==> config.mk <==
export PLATFORM = sky130hd
export DESIGN_NAME = display_scan_ctrl
export DESIGN_NICKNAME = d
export VERILOG_FILES = /design/src/rtl/display_scan_ctrl.sv
export SDC_FILE = /design/constraint.sdc
export NUM_CORES = 1
export LEC_CHECK = 0
export ABC_AREA = 0
export CORE_MARGIN = 4
export CORE_UTILIZATION = 44
export DETAILED_ROUTE_END_ITERATION = 7
export HOLD_SLACK_MARGIN = 0.05
export PLACE_DENSITY = 0.75
export SETUP_SLACK_MARGIN = 0.02
export SYNTH_ARGS = -nofsm -noshare
export SYNTH_HDL_FRONTEND = slang
export SYNTH_SLANG_ARGS = --single-unit
==> constraint.sdc <==
create_clock -name clk_i -period 1.62 [get_ports clk_i]
set_input_delay 0.486 -clock clk_i [delete_from_list [all_inputs] [get_ports clk_i]]
set_output_delay 0.486 -clock clk_i [all_outputs]
set_load 0.02 [all_outputs]
Figure 1. Cell classes on the final placement.
Bar = 20 um.
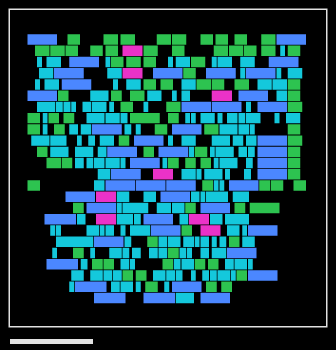
Green marks other buffers and delay cells, cells 87, share of their area 26%. Magenta marks clock drivers and dummy loads, cells 8, share of their area 3.7%. Blue marks flops, cells 46, share of their area 31%. Cyan marks combinational and other logic, cells 164, share of their area 39%.
Seq area share: 30.57%
Post-Route Utilization: 68.24%
core box area: 4444 sq um

Figure 2. Congestion heat map.
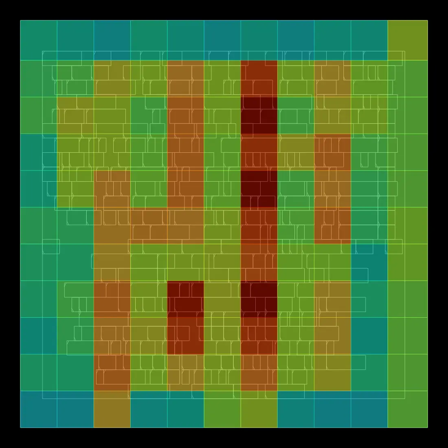
WL/cell: 14.06 um
met2 global-route usage: 29.70%

Figure 3. Sequential cells coloured by netlist name.
Bar = 20 um.
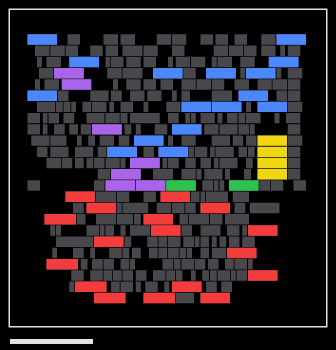
Yellow marks `an_o`, sequential cells 4, where right middle. Red marks `cnt_q`, sequential cells 17. Green marks `sel_o`, sequential cells 2. Purple marks `seg_o`, sequential cells 7. Blue marks `data_o`, sequential cells 16.
Reg area: 927.1 sq um
seq pwr: 1200 uW

==> results.sh <==
# physical design summary
export IMPL_cp_max_fo=3
export IMPL_wl_met2_um=2551
export IMPL_synth_distinct_cells=38
export IMPL_warnings=38
export IMPL_die_y_um=76.50
export IMPL_violations="negative setup slack"
export IMPL_nFlopsAndLatches=46
export IMPL_nWellTaps=52
export IMPL_critPathArrivalTime_ps=1830
export IMPL_crit_chain="ha_4, nand2_2, or4b_4, nor2_4, mux2_4"
export IMPL_pwr_share_comb_pct=14.8
export IMPL_final_setup_tns_ps=-7.575
export IMPL_dr_pass1_iters=4
export IMPL_clock_latency_ps=300
export IMPL_wirelength_um=5020
export IMPL_cts_root_buf="clkbuf_8"
export IMPL_grt_util_met1_pct=20.23
export IMPL_antenna_found_initial=0
export IMPL_final_nets=340
export IMPL_synth_seq_share_pct=44.61
export IMPL_floorplan_nets=256
export IMPL_cp_top_family="simple AND/OR/NAND/NOR gates"
export IMPL_yosysCellCount=220
export IMPL_rrSetupSlack_ps=-8
export IMPL_synth_xor_area_share_pct=5.939
export IMPL_topCombFamilyByArea="simple AND/OR/NAND/NOR gates"
export IMPL_io_pins=53
export IMPL_place_area_sq_um=2915
export IMPL_worstSetupEndpointType="flop"
export IMPL_start_kind="flop"
export IMPL_clock_path_buffers=2
export IMPL_largest_class="logic gates"
export IMPL_clkbuf_count=8
export IMPL_p_comb_uw=349
export IMPL_syn_avg_cell_area_sq_um=9.384
export IMPL_mux_share_pct=10.79
export IMPL_fp_util_pct=46.45
export IMPL_lay_top_count="dfxtp_1"
export IMPL_n_antenna_cell=0
export IMPL_powerClk_uw=811
export IMPL_synth_cell_area_sq_um=2064
export IMPL_ys_area_sq_um=2064
export IMPL_wl_met1_um=2202
export IMPL_period_needed_ps=1628
export IMPL_cts_resized=31
export IMPL_status="complete, but fails checks"
export IMPL_power_frac_seq_pct=50.9
export IMPL_cts_tree="done"
export IMPL_ys_sh_adder_pct=7.273
export IMPL_critPathSlowestCell="or4b_4"
export IMPL_drc=0
export IMPL_grt_total_usage_pct=17.34
export IMPL_grt_ovfl_total=0
export IMPL_cts_htree_levels=2
export IMPL_sh_comb_area_pct=37.29
export IMPL_fp_row_count=24
export IMPL_buf_share_pct=25.37
export IMPL_finalSetupViolations=1
export IMPL_hp_class="flop to flop"
export IMPL_edf_count=0
export IMPL_synth_seq_cells=46
export IMPL_top_cells_by_count="dfxtp_1, nor2_1, mux2i_1"
export IMPL_stdcell_count=357
export IMPL_path_class="flop to flop"
export IMPL_area_delta_synth_final_pct=46.91
export IMPL_fin_worst_skew_ps=9.082
export IMPL_rsz0062_at_grt="yes"
export IMPL_first_global_vias=1790
export IMPL_busiest_layer="met2"
export IMPL_hold_viol=0
export IMPL_drive_gt1_share_pct=21.31
export IMPL_synth_area_top_cells="dfxtp_1, mux2i_1, nor2_1"
export IMPL_n_all_buffers=87
export IMPL_cp_num_cells=5
export IMPL_crit_buf_inv=0
export IMPL_place_ws_ps=-366.9
export IMPL_postLayoutSetupSlackWorst_ps=-7.575
export IMPL_comb_area_sq_um=1131
export IMPL_yosysWarnings=0
export IMPL_peakVddDrop_uv=417.8
export IMPL_p_leak_uw=0.001297
No activity file was given, so power comes from the tool's default toggle rates.
